===== src/rtl/multicycle_control_if.sv =====
// Control/datapath bundle for the multicycle controller: instruction and status inputs, strobes, selects and debug outputs.
interface multicycle_control_if;
  logic [5:0]  opcode;
  logic        zero_flag;
  logic        mem_ready;
  logic        pc_write;
  logic        ir_write;
  logic        i_or_d;
  logic        mem_read;
  logic        mem_write;
  logic        mem_to_reg;
  logic        reg_dst;
  logic        reg_write;
  logic        alu_src_a;
  logic [1:0]  alu_src_b;
  logic [1:0]  alu_op;
  logic [1:0]  pc_src;
  logic [3:0]  state;
  logic        illegal_op;
  logic        instr_retired;
  logic [31:0] instr_count;

  modport master (
    input  opcode, zero_flag, mem_ready,
    output pc_write, ir_write, i_or_d, mem_read, mem_write, mem_to_reg, reg_dst, reg_write,
           alu_src_a, alu_src_b, alu_op, pc_src, state, illegal_op, instr_retired, instr_count
  );

  modport slave (
    output opcode, zero_flag, mem_ready,
    input  pc_write, ir_write, i_or_d, mem_read, mem_write, mem_to_reg, reg_dst, reg_write,
           alu_src_a, alu_src_b, alu_op, pc_src, state, illegal_op, instr_retired, instr_count
  );
endinterface


===== src/rtl/multicycle_control.sv =====
// Multicycle MIPS-subset controller (lw/sw/R/addi/beq/bne/j); MULTICYCLE_INSTR_COUNT_EN adds a retired-instruction counter.
// Outputs decode from state in the same cycle; FETCH, MEM_READ and MEM_WRITE stall indefinitely until mem_ready.
module multicycle_control (
  input  logic                 clk,
  input  logic                 rst,
  multicycle_control_if.master bus
);

  localparam logic [3:0] S_FETCH     = 4'd0;
  localparam logic [3:0] S_DECODE    = 4'd1;
  localparam logic [3:0] S_MEM_ADDR  = 4'd2;
  localparam logic [3:0] S_MEM_READ  = 4'd3;
  localparam logic [3:0] S_MEM_WB    = 4'd4;
  localparam logic [3:0] S_MEM_WRITE = 4'd5;
  localparam logic [3:0] S_EXECUTE   = 4'd6;
  localparam logic [3:0] S_R_WB      = 4'd7;
  localparam logic [3:0] S_BRANCH    = 4'd8;
  localparam logic [3:0] S_JUMP      = 4'd9;
  localparam logic [3:0] S_ADDI_EXEC = 4'd10;
  localparam logic [3:0] S_ADDI_WB   = 4'd11;

  localparam logic [5:0] OP_RTYPE = 6'h00;
  localparam logic [5:0] OP_J     = 6'h02;
  localparam logic [5:0] OP_BEQ   = 6'h04;
  localparam logic [5:0] OP_BNE   = 6'h05;
  localparam logic [5:0] OP_ADDI  = 6'h08;
  localparam logic [5:0] OP_LW    = 6'h23;
  localparam logic [5:0] OP_SW    = 6'h2B;

  logic [3:0] state_q;
  logic [3:0] state_d;

  logic       pc_write_c;
  logic       ir_write_c;
  logic       i_or_d_c;
  logic       mem_read_c;
  logic       mem_write_c;
  logic       mem_to_reg_c;
  logic       reg_dst_c;
  logic       reg_write_c;
  logic       alu_src_a_c;
  logic [1:0] alu_src_b_c;
  logic [1:0] alu_op_c;
  logic [1:0] pc_src_c;
  logic       illegal_c;
  logic       retired_c;

  always_ff @(posedge clk) begin
    if (rst) state_q <= S_FETCH;
    else     state_q <= state_d;
  end

  always_comb begin
    state_d      = S_FETCH;
    pc_write_c   = 1'b0;
    ir_write_c   = 1'b0;
    i_or_d_c     = 1'b0;
    mem_read_c   = 1'b0;
    mem_write_c  = 1'b0;
    mem_to_reg_c = 1'b0;
    reg_dst_c    = 1'b0;
    reg_write_c  = 1'b0;
    alu_src_a_c  = 1'b0;
    alu_src_b_c  = 2'd0;
    alu_op_c     = 2'd0;
    pc_src_c     = 2'd0;
    illegal_c    = 1'b0;
    retired_c    = 1'b0;

    case (state_q)
      S_FETCH: begin
        mem_read_c  = 1'b1;
        alu_src_b_c = 2'd1;
        ir_write_c  = bus.mem_ready;
        pc_write_c  = bus.mem_ready;
        state_d     = bus.mem_ready ? S_DECODE : S_FETCH;
      end
      S_DECODE: begin
        // Branch target is precomputed here so BRANCH only has to compare.
        alu_src_b_c = 2'd3;
        case (bus.opcode)
          OP_RTYPE:      state_d = S_EXECUTE;
          OP_LW, OP_SW:  state_d = S_MEM_ADDR;
          OP_BEQ, OP_BNE: state_d = S_BRANCH;
          OP_J:          state_d = S_JUMP;
          OP_ADDI:       state_d = S_ADDI_EXEC;
          default: begin
            illegal_c = 1'b1;
            state_d   = S_FETCH;
          end
        endcase
      end
      S_MEM_ADDR: begin
        alu_src_a_c = 1'b1;
        alu_src_b_c = 2'd2;
        if (bus.opcode == OP_LW)      state_d = S_MEM_READ;
        else if (bus.opcode == OP_SW) state_d = S_MEM_WRITE;
        else                          state_d = S_FETCH;
      end
      S_MEM_READ: begin
        mem_read_c = 1'b1;
        i_or_d_c   = 1'b1;
        state_d    = bus.mem_ready ? S_MEM_WB : S_MEM_READ;
      end
      S_MEM_WB: begin
        reg_write_c  = 1'b1;
        mem_to_reg_c = 1'b1;
        retired_c    = 1'b1;
      end
      S_MEM_WRITE: begin
        mem_write_c = 1'b1;
        i_or_d_c    = 1'b1;
        retired_c   = bus.mem_ready;
        state_d     = bus.mem_ready ? S_FETCH : S_MEM_WRITE;
      end
      S_EXECUTE: begin
        alu_src_a_c = 1'b1;
        alu_op_c    = 2'd2;
        state_d     = S_R_WB;
      end
      S_R_WB: begin
        reg_write_c = 1'b1;
        reg_dst_c   = 1'b1;
        retired_c   = 1'b1;
      end
      S_BRANCH: begin
        alu_src_a_c = 1'b1;
        alu_op_c    = 2'd1;
        pc_src_c    = 2'd1;
        pc_write_c  = ((bus.opcode == OP_BEQ) &&  bus.zero_flag) ||
                      ((bus.opcode == OP_BNE) && !bus.zero_flag);
        retired_c   = 1'b1;
      end
      S_JUMP: begin
        pc_src_c   = 2'd2;
        pc_write_c = 1'b1;
        retired_c  = 1'b1;
      end
      S_ADDI_EXEC: begin
        alu_src_a_c = 1'b1;
        alu_src_b_c = 2'd2;
        state_d     = S_ADDI_WB;
      end
      S_ADDI_WB: begin
        reg_write_c = 1'b1;
        retired_c   = 1'b1;
      end
      default: state_d = S_FETCH;
    endcase
  end

  // Architectural side effects are suppressed while reset is held, even mid-instruction.
  assign bus.pc_write      = pc_write_c  & ~rst;
  assign bus.ir_write      = ir_write_c  & ~rst;
  assign bus.reg_write     = reg_write_c & ~rst;
  assign bus.mem_write     = mem_write_c & ~rst;
  assign bus.illegal_op    = illegal_c   & ~rst;
  assign bus.instr_retired = retired_c   & ~rst;

  assign bus.i_or_d     = i_or_d_c;
  assign bus.mem_read   = mem_read_c;
  assign bus.mem_to_reg = mem_to_reg_c;
  assign bus.reg_dst    = reg_dst_c;
  assign bus.alu_src_a  = alu_src_a_c;
  assign bus.alu_src_b  = alu_src_b_c;
  assign bus.alu_op     = alu_op_c;
  assign bus.pc_src     = pc_src_c;
  assign bus.state      = state_q;

`ifdef MULTICYCLE_INSTR_COUNT_EN
  logic [31:0] count_q;

  always_ff @(posedge clk) begin
    if (rst)            count_q <= 32'd0;
    else if (retired_c) count_q <= count_q + 32'd1;
  end

  assign bus.instr_count = count_q;
`else
  assign bus.instr_count = 32'd0;
`endif

endmodule

===== src/flat_wrapper.sv =====
// flat-port wrapper written by rule: the top's interface ports become plain ports
module multicycle_control_flat 
  (clk, rst, bus_opcode, bus_zero_flag, bus_mem_ready, bus_pc_write, bus_ir_write, bus_i_or_d, bus_mem_read, bus_mem_write, bus_mem_to_reg, bus_reg_dst, bus_reg_write, bus_alu_src_a, bus_alu_src_b, bus_alu_op, bus_pc_src, bus_state, bus_illegal_op, bus_instr_retired, bus_instr_count);
  multicycle_control_if bus_i ();
  input  logic clk;
  input  logic rst;
  input wire logic [$bits(bus_i.opcode)-1:0] bus_opcode;
  input wire logic [$bits(bus_i.zero_flag)-1:0] bus_zero_flag;
  input wire logic [$bits(bus_i.mem_ready)-1:0] bus_mem_ready;
  output wire logic [$bits(bus_i.pc_write)-1:0] bus_pc_write;
  output wire logic [$bits(bus_i.ir_write)-1:0] bus_ir_write;
  output wire logic [$bits(bus_i.i_or_d)-1:0] bus_i_or_d;
  output wire logic [$bits(bus_i.mem_read)-1:0] bus_mem_read;
  output wire logic [$bits(bus_i.mem_write)-1:0] bus_mem_write;
  output wire logic [$bits(bus_i.mem_to_reg)-1:0] bus_mem_to_reg;
  output wire logic [$bits(bus_i.reg_dst)-1:0] bus_reg_dst;
  output wire logic [$bits(bus_i.reg_write)-1:0] bus_reg_write;
  output wire logic [$bits(bus_i.alu_src_a)-1:0] bus_alu_src_a;
  output wire logic [$bits(bus_i.alu_src_b)-1:0] bus_alu_src_b;
  output wire logic [$bits(bus_i.alu_op)-1:0] bus_alu_op;
  output wire logic [$bits(bus_i.pc_src)-1:0] bus_pc_src;
  output wire logic [$bits(bus_i.state)-1:0] bus_state;
  output wire logic [$bits(bus_i.illegal_op)-1:0] bus_illegal_op;
  output wire logic [$bits(bus_i.instr_retired)-1:0] bus_instr_retired;
  output wire logic [$bits(bus_i.instr_count)-1:0] bus_instr_count;
  assign bus_i.opcode = bus_opcode;
  assign bus_i.zero_flag = bus_zero_flag;
  assign bus_i.mem_ready = bus_mem_ready;
  assign bus_pc_write = bus_i.pc_write;
  assign bus_ir_write = bus_i.ir_write;
  assign bus_i_or_d = bus_i.i_or_d;
  assign bus_mem_read = bus_i.mem_read;
  assign bus_mem_write = bus_i.mem_write;
  assign bus_mem_to_reg = bus_i.mem_to_reg;
  assign bus_reg_dst = bus_i.reg_dst;
  assign bus_reg_write = bus_i.reg_write;
  assign bus_alu_src_a = bus_i.alu_src_a;
  assign bus_alu_src_b = bus_i.alu_src_b;
  assign bus_alu_op = bus_i.alu_op;
  assign bus_pc_src = bus_i.pc_src;
  assign bus_state = bus_i.state;
  assign bus_illegal_op = bus_i.illegal_op;
  assign bus_instr_retired = bus_i.instr_retired;
  assign bus_instr_count = bus_i.instr_count;
  multicycle_control u_core (.clk(clk), .rst(rst), .bus(bus_i));
endmodule

===== config.mk =====
export PLATFORM = sky130hd
export DESIGN_NAME = multicycle_control_flat
export DESIGN_NICKNAME = d
export VERILOG_FILES = /design/src/rtl/multicycle_control_if.sv /design/src/rtl/multicycle_control.sv /design/src/flat_wrapper.sv
export SDC_FILE = /design/constraint.sdc
export NUM_CORES = 1
export LEC_CHECK = 0
export ABC_CLOCK_PERIOD_IN_PS = 3970
export CAP_MARGIN = 5
export CORE_AREA = 2 2 49 56
export DETAILED_ROUTE_END_ITERATION = 6
export DIE_AREA = 0 0 51 58
export PLACE_DENSITY_LB_ADDON = 0.15
export SETUP_SLACK_MARGIN = 0.05
export SKIP_LAST_GASP = 1
export SLEW_MARGIN = 20
export SYNTH_ARGS = -nofsm -noshare
export SYNTH_HDL_FRONTEND = slang
export SYNTH_SLANG_ARGS = --single-unit

===== constraint.sdc =====
create_clock -name clk -period 3.97 [get_ports clk]
set_input_delay 0.5955 -clock clk [delete_from_list [all_inputs] [get_ports clk]]
set_output_delay 0.5955 -clock clk [all_outputs]
set_load 0.02 [all_outputs]

### Signal wires on met2

Cells faint in the background.
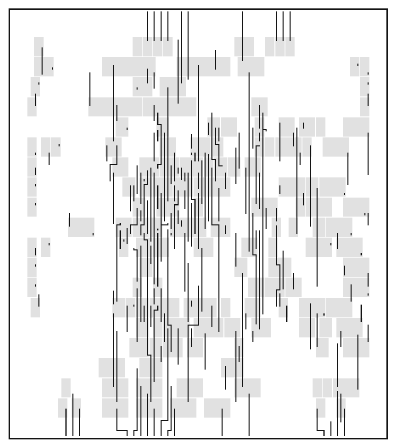
main direction: vertical
nets with wire on the layer: 135
longest straight run: 27.2 um
share of all routed wire: 47%
wire length on this layer: 958 um
post-detailed-routing wire length: 2023 um
global routing usage on met2: 0.2189

### Signal wires on met1

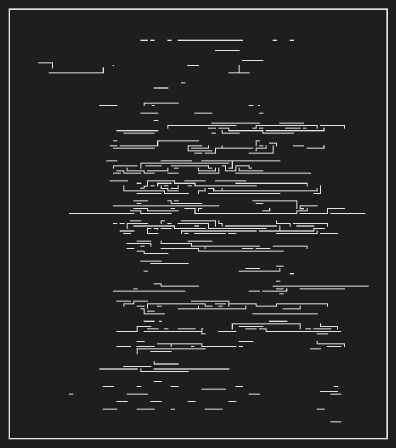
wire length on this layer: 847 um
nets with wire on the layer: 115
longest straight run: 14.3 um
count of vias placed by the detailed router: 872
M1 GR Usage: 0.1775

### Clock routing

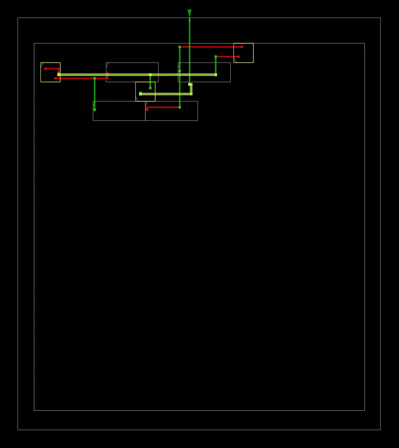
clock tree buffer count of the final layout: 3
TritonCTS Buffers: 3

==> Slide: Implementation Results <==
Key Metrics from the Run

Outcome
  – Run status: complete, no violations

Routing
  – Highest Signal Layer: met4
  – Wire length the detailed router placed on met1: 847 um
  – DRC Markers: 0
  – Routed WL per cell: 11.12 um

Floorplan
  – Placeable Area: 0.002401 mm2
  – Die Span X: 51 um

Layout
  – Num sequential: 4
  – Core utilization of the finished layout: 0.4377
  – Number of nets at the end of the flow: 163

Timing
  – Setup repair after global routing missed its margin: no
  – Pin slew with the least headroom to its limit: a little under 0.6 ns

Synth
  – Synthesis Warnings: 0
  – Area of the mapped netlist: approximately 850 um2

Power
  – P per Cell Area: roughly 160 mW/mm2
  – P_comb: between 0.07 and 0.08 mW
  – Clk network pwr share: 0.296

Global routing
  – Global-route wire length before repair: 3194 um

Critical path
  – Critical Path Start Type: primary input
  – Delay of the slowest cell on the worst path: around 0.62 ns
  – Reg-to-reg startpoint: u_core.bus.state[1]
  – Worst path most repeated cell: sky130_fd_sc_hd__clkdlybuf4s50_1

Worst hold path
  – Number of cells on the worst hold path: 1

Placed design
  – Area after detailed placement: 0.001028 mm2
### Drive-strength map

The bar under the picture is 20 um long.
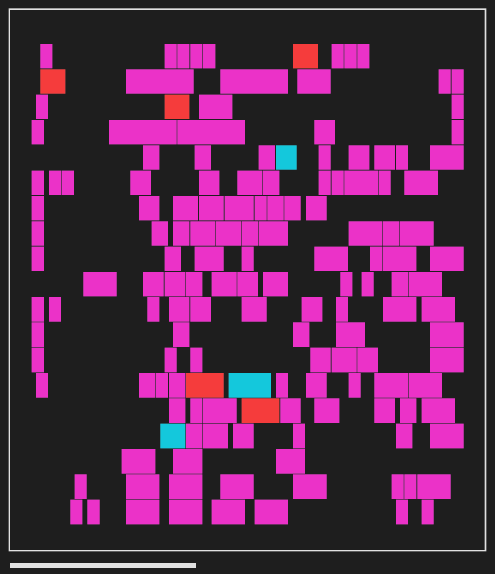
[drive 1 or less] magenta | cells: 143 | share: 95% | most used: conb_1
[drive 3 to 4] red | cells: 5 | share: 3.3% | most used: clkbuf_4
[drive 2] cyan | cells: 3 | share: 2.0%
Signal buffers: 30
synthesis-to-layout area growth: 24.08%

### Signal wires by layer

Two of the layers only.
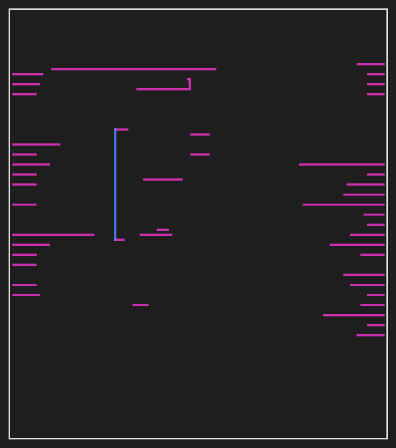
[met4] blue | wire length: 15.0 um
[met3] magenta | wire length: 203 um

Power is estimated from default activity; no workload was simulated.
